**src/rtl/bus_device_port.sv**
```systemverilog
// Device-side bus endpoint: a TX FIFO the bus drains via pndng/pop/D_pop and
// an address-filtered RX FIFO the bus fills via push/D_push. Overflow,
// underflow and misroute events are counted or flagged for the device.

// Circular-buffer FIFO with show-ahead read and reported drop/underflow events.
module bus_device_port_fifo #(
  parameter int W     = 16,
  parameter int DEPTH = 16
) (
  input  logic         clk,
  input  logic         reset,
  input  logic         i_wr,
  input  logic [W-1:0] i_data,
  input  logic         i_rd,
  output logic [W-1:0] o_data,
  output logic         o_empty,
  output logic         o_full,
  output logic         o_ovf,
  output logic         o_udf
);
  localparam int AW = $clog2(DEPTH);
  localparam logic [AW:0] FULL_CNT = (AW+1)'(DEPTH);

  logic [W-1:0]  r_mem [DEPTH];
  logic [AW-1:0] r_wr_ptr;
  logic [AW-1:0] r_rd_ptr;
  logic [AW:0]   r_count;
  logic          w_do_rd;
  logic          w_do_wr;

  // A read only happens when data exists; a write into a full FIFO is allowed
  // only when a read frees a slot in the same cycle.
  assign o_empty = (r_count == '0);
  assign o_full  = (r_count == FULL_CNT);
  assign w_do_rd = i_rd && !o_empty;
  assign w_do_wr = i_wr && (!o_full || w_do_rd);
  assign o_ovf   = i_wr && !w_do_wr;
  assign o_udf   = i_rd && o_empty;
  assign o_data  = r_mem[r_rd_ptr];

  // Storage is cleared on reset so the show-ahead output reads 0 afterwards.
  always_ff @(posedge clk or posedge reset) begin
    if (reset) begin
      for (int i = 0; i < DEPTH; i++) r_mem[i] <= '0;
    end else if (w_do_wr) begin
      r_mem[r_wr_ptr] <= i_data;
    end
  end

  // Pointer and occupancy bookkeeping.
  always_ff @(posedge clk or posedge reset) begin
    if (reset) begin
      r_wr_ptr <= '0;
      r_rd_ptr <= '0;
      r_count  <= '0;
    end else begin
      if (w_do_wr) r_wr_ptr <= r_wr_ptr + AW'(1);
      if (w_do_rd) r_rd_ptr <= r_rd_ptr + AW'(1);
      r_count <= r_count + (AW+1)'(w_do_wr) - (AW+1)'(w_do_rd);
    end
  end
endmodule

module bus_device_port #(
  parameter int          pckg_sz    = 16,
  parameter int          fifo_depth = 16,
  parameter logic [7:0]  id         = 8'd0,
  parameter logic [7:0]  broadcast  = 8'hFF
) (
  input  logic               clk,
  input  logic               reset,
  input  logic               tx_wr,
  input  logic [pckg_sz-1:0] tx_data,
  output logic               tx_full,
  output logic               pndng,
  output logic [pckg_sz-1:0] D_pop,
  input  logic               pop,
  input  logic               push,
  input  logic [pckg_sz-1:0] D_push,
  output logic               rx_valid,
  output logic [pckg_sz-1:0] rx_data,
  input  logic               rx_rd,
  output logic [7:0]         tx_ovf_cnt,
  output logic [7:0]         rx_ovf_cnt,
  output logic [7:0]         udf_cnt,
  output logic               misroute
);
  logic       w_tx_empty;
  logic       w_tx_ovf;
  logic       w_tx_udf;
  logic       w_rx_empty;
  logic       w_rx_full;
  logic       w_rx_ovf;
  logic       w_rx_udf;
  logic [7:0] w_dest;
  logic       w_accept;
  logic       w_misroute_ev;
  logic [8:0] w_udf_sum;

  logic [7:0] r_tx_ovf_cnt;
  logic [7:0] r_rx_ovf_cnt;
  logic [7:0] r_udf_cnt;
  logic       r_misroute;

  assign w_dest        = D_push[pckg_sz-1 -: 8];
  assign w_accept      = (w_dest == id) || (w_dest == broadcast);
  assign w_misroute_ev = push && !w_accept;

  bus_device_port_fifo #(.W(pckg_sz), .DEPTH(fifo_depth)) u_tx_fifo (
    .clk     (clk),
    .reset   (reset),
    .i_wr    (tx_wr),
    .i_data  (tx_data),
    .i_rd    (pop),
    .o_data  (D_pop),
    .o_empty (w_tx_empty),
    .o_full  (tx_full),
    .o_ovf   (w_tx_ovf),
    .o_udf   (w_tx_udf)
  );

  // Misrouted pushes never reach the RX FIFO, so they cannot count as overflow.
  bus_device_port_fifo #(.W(pckg_sz), .DEPTH(fifo_depth)) u_rx_fifo (
    .clk     (clk),
    .reset   (reset),
    .i_wr    (push && w_accept),
    .i_data  (D_push),
    .i_rd    (rx_rd),
    .o_data  (rx_data),
    .o_empty (w_rx_empty),
    .o_full  (w_rx_full),
    .o_ovf   (w_rx_ovf),
    .o_udf   (w_rx_udf)
  );

  assign pndng    = !w_tx_empty;
  assign rx_valid = !w_rx_empty;

  // Both underflow sources may fire together, so the sum is formed wide and clamped.
  assign w_udf_sum = {1'b0, r_udf_cnt} + 9'(w_tx_udf) + 9'(w_rx_udf);

  // Saturating event counters and the sticky misroute flag.
  always_ff @(posedge clk or posedge reset) begin
    if (reset) begin
      r_tx_ovf_cnt <= '0;
      r_rx_ovf_cnt <= '0;
      r_udf_cnt    <= '0;
      r_misroute   <= 1'b0;
    end else begin
      if (w_tx_ovf && (r_tx_ovf_cnt != 8'hFF)) r_tx_ovf_cnt <= r_tx_ovf_cnt + 8'd1;
      if (w_rx_ovf && (r_rx_ovf_cnt != 8'hFF)) r_rx_ovf_cnt <= r_rx_ovf_cnt + 8'd1;
      r_udf_cnt <= w_udf_sum[8] ? 8'hFF : w_udf_sum[7:0];
      if (w_misroute_ev) r_misroute <= 1'b1;
    end
  end

  assign tx_ovf_cnt = r_tx_ovf_cnt;
  assign rx_ovf_cnt = r_rx_ovf_cnt;
  assign udf_cnt    = r_udf_cnt;
  assign misroute   = r_misroute;

  // Full status of the RX FIFO is internal only; it is folded into overflow.
  logic w_unused;
  assign w_unused = w_rx_full;
endmodule

```
**config.mk**
```make
export PLATFORM = sky130hd
export DESIGN_NAME = bus_device_port
export DESIGN_NICKNAME = d
export VERILOG_FILES = /design/src/rtl/bus_device_port.sv
export SDC_FILE = /design/constraint.sdc
export NUM_CORES = 1
export LEC_CHECK = 0
export CORE_UTILIZATION = 44
export CTS_BUF_LIST = sky130_fd_sc_hd__clkbuf_4 sky130_fd_sc_hd__clkbuf_8 sky130_fd_sc_hd__clkbuf_16
export DETAILED_ROUTE_END_ITERATION = 8
export PLACE_DENSITY_LB_ADDON = 0.15
export SLEW_MARGIN = 20
export SYNTH_ARGS = -nofsm -noshare
export SYNTH_HDL_FRONTEND = slang
export SYNTH_SLANG_ARGS = --single-unit
```
**constraint.sdc**
```tcl
create_clock -name clk -period 31.3 [get_ports clk]
set_input_delay 9.39 -clock clk [delete_from_list [all_inputs] [get_ports clk]]
set_output_delay 9.39 -clock clk [all_outputs]
set_load 0.03 [all_outputs]
```
Clock nets:
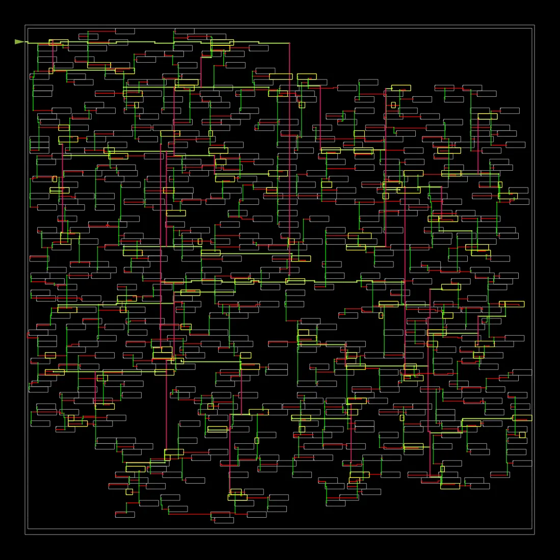
Worst Skew: 0.0395 ns
clk sinks: 563

M4 wires:
Drawn at 1.5 px/micron. Supply wires on this layer in gray.
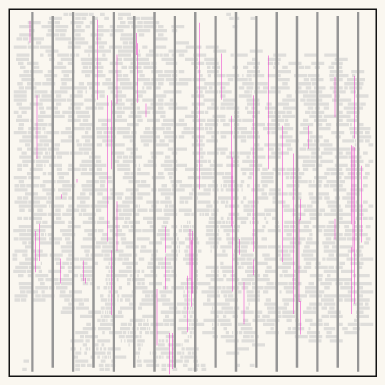
nets with wire on the layer: 31
share of all routed wire: 3.4%
wire length on this layer: 2040 microns
WL final: 59700 microns
DR vias: 14600

Pin placement:
Drawn at 1.5 px/micron. Pins as bars across the die edge, other pins in gray.
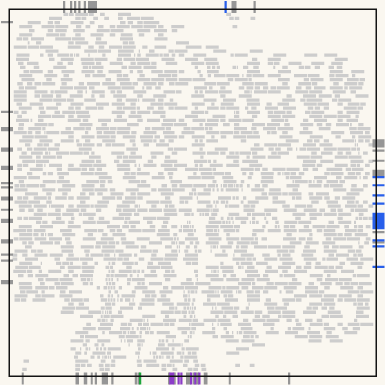
| port | color | pins | direction | edge |
|---|---|---|---|---|
| `udf_cnt` | purple | 8 | output | bottom |
| `pndng` | green | 1 | output | bottom |
| `D_push` | blue | 16 | input | 15 right, 1 top |
Die W: 244 microns
Die Ht: 244 microns
IO buf count: 97

M3 wires:
Drawn at 2 px/micron.
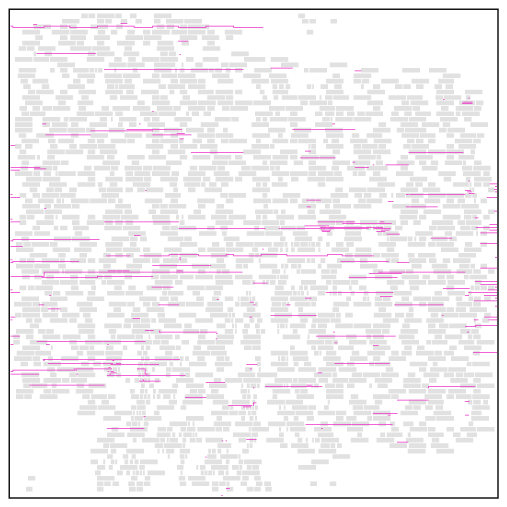
wire length on this layer: 2390 microns
share of all routed wire: 4.0%
longest straight run: 99.1 microns
met3 usage: 3.38%

Zoomed window:
Window x 158 to 208, y 158 to 208 microns. Cells in gray, sequential cells in the stronger gray; small squares are vias.
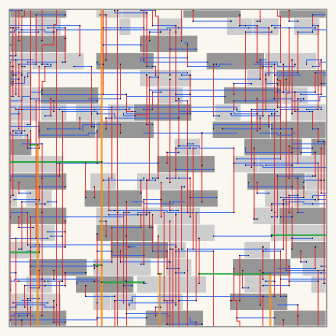
| layer | color |
|---|---|
| metal 2 | red |
| metal 4 | orange |
| metal 1 | blue |
| metal 3 | green |
most frequent: mux2_2 (33), dfrtp_1 (30), mux4_2 (8)
netlist names of flops here include: `u_rx_fifo.r_mem` (30)
cells with their middle in the window: 83
sequential cells in the window: 30

==> impl_metrics.json <==
{
  "drc": 0,
  "cap_violations": 0,
  "n_fill_cell": 4808,
  "num-nonclk-inverters": 23,
  "dieArea_sq_um": 59400,
  "area_growth_pct": 15.0,
  "openroad.warnings": 36,
  "clk_pin_slew_ns": 0.06,
  "synth_warnings": 0,
  "worst_r2r_path_depth": 8,
  "grt_usage_pct": 20.7,
  "cp.depth": 5,
  "max_freq_mhz": 74.4,
  "insertion_delay_ns": 0.64,
  "slew_viol_final": 0,
  "hpwl_microns": 36600,
  "comb_area_sq_um": 10900,
  "path_buffers": 2,
  "yosys_area_sq_um": 25700,
  "initCoreUtil_pct": 44.5,
  "top_cell_area_share_pct": 54.8,
  "total_power_mw": 2.62,
  "lay_top_count": "dfrtp_1",
  "top_cells_by_count": "563 x dfrtp_1, 435 x mux2_2, 128 x mux4_2",
  "cts_buffers": 61,
  "buffers": 132,
  "power_frac_comb_pct": 30.3,
  "ys_seq_share_pct": 54.8,
  "drive_gt1_share_pct": 42.1,
  "top_area_cell": "dfrtp_1",
  "grt_max_degree": 131,
  "ff_type": "dfrtp_1",
  "cp_slowest_cell": "dfrtp_4",
  "placed_area_sq_um": 27300,
  "logic_gates": 970,
  "ant_nets": 0,
  "p_leak_nw": 14.0,
  "cts_max_level": 2,
  "path_cells": "buf_4, mux4_2, a22oi_1, nand2_1, clkdlybuf4s50_1",
  "busiest_layer": "met2",
  "switching_share_pct": 31.0,
  "clk-power_mw": 0.777,
  "row_count": 88,
  "edf_count": 0,
  "r2r_end": "u_rx_fifo.r_mem[131]$_DFFE_PP0P_",
  "simple_gate_area_share_pct": 4.27,
  "topCellsByArea": "dfrtp_1 55%, mux2_2 19%, mux4_2 11%",
  "drt-pass1-iter-count": 5,
  "grt_pass1_vias": 15900,
  "antenna_found_initial": 2,
  "yosys.area_share.aoi_pct": 3.76,
  "regArea_sq_um": 14100,
  "top_regs": "u_rx_fifo.r_mem x256, u_tx_fifo.r_mem x256",
  "grt-ovfl-total": 0,
  "nonClkBufAreaFrac_pct": 4.23,
  "finalNonFillerCells": 2568,
  "r2r_slack_ns": 28.22,
  "gp_congestion": 0.781,
  "holdWs_ns": 0.458,
  "cp_max_fo": 39,
  "clock_path_buffers": 3,
  "sh_comb_area_pct": 36.9,
  "topCombFamilyByArea": "multiplexers",
  "tns_ns": 0,
  "p_sw_mw": 0.811,
  "wl_met1_microns": 24600,
  "critPathTopFamily": "buffers and inverters",
  "drt_iter0_drc": 919,
  "place_ws_ns": 17.63,
  "sh_seq_area_pct": 47.7,
  "r2r_start": "u_rx_fifo.r_count[2]$_DFF_PP0_",
  "period_used_pct": 42.9,
  "worst_pin_slew_ns": 1.14,
  "hold_viol_final": 0,
  "nNetsFinal": 1816,
  "final_core_util_pct": 51.2,
  "top_power_group": "sequential cells",
  "io_pins": 98,
  "met3_length_microns": 2390,
  "ys_sh_adder_pct": 1.40,
  "hold_buffers": 0,
  "use_met2_pct": 35.9,
  "fp_nets": 1754,
  "post-route-min-period_ns": 13.44,
  "synthArstFlopShare_pct": 100,
  "diodes": 0,
  "grt_use_met1_pct": 25.8,
  "layout_setup_ws_ns": 17.86,
  "cp-start-kind": "flip-flop",
  "nClkBuffers": 89,
  "setup_viol": 0,
  "relSlewSlack_pct": 23.5,
  "largest_class": "flip-flops and latches",
  "top_layer_used": "met5",
  "status": "complete, no violations",
  "ir_drop_mv": 0.0668,
  "power_density_nw_per_um2": 88.5,
  "design.core.area_sq_um": 57700,
  "end_kind": "primary output",
  "grt_first_pass_wirelength_microns": 94500,
  "startpoint": "u_rx_fifo.r_rd_ptr[0]$_DFFE_PP0P_",
  "comb_power_mw": 0.793,
  "cp-endpoint": "rx_data[10]",
  "ys_sh_xor_pct": 1.02,
  "crit_arrival_ns": 4.05,
  "place_inst": 2452,
  "pwr-share-seq_pct": 40.0,
  "crit_required_ns": 21.91,
  "wire_per_inst_microns": 23.2,
  "tap_cells": 765,
  "final_cell_mix": "559 x dfrtp_1, 435 x mux2_2, 128 x mux4_2",
  "final_area_sq_um": 29500
}
-- worst min-delay path by stage --
stage / slack, ns / to / cells past startpoint / startpoint
after detailed placement: 0.45 / misroute$_DFFE_PP0P_ / 1 / misroute$_DFFE_PP0P_
after global placement: 0.44 / misroute$_DFFE_PP0P_ / 1 / misroute$_DFFE_PP0P_
after global routing: 0.48 / u_rx_fifo.r_mem[79]$_DFFE_PP0P_ / 1 / u_rx_fifo.r_mem[79]$_DFFE_PP0P_
after floorplan: 0.43 / u_rx_fifo.r_mem[8]$_DFFE_PP0P_ / 2 / u_rx_fifo.r_mem[8]$_DFFE_PP0P_
after CTS: 0.46 / misroute$_DFFE_PP0P_ / 1 / misroute$_DFFE_PP0P_
final: 0.46 / misroute$_DFFE_PP0P_ / 1 / misroute$_DFFE_PP0P_
Power figures rest on the tool's default switching activity, not on a simulated workload.
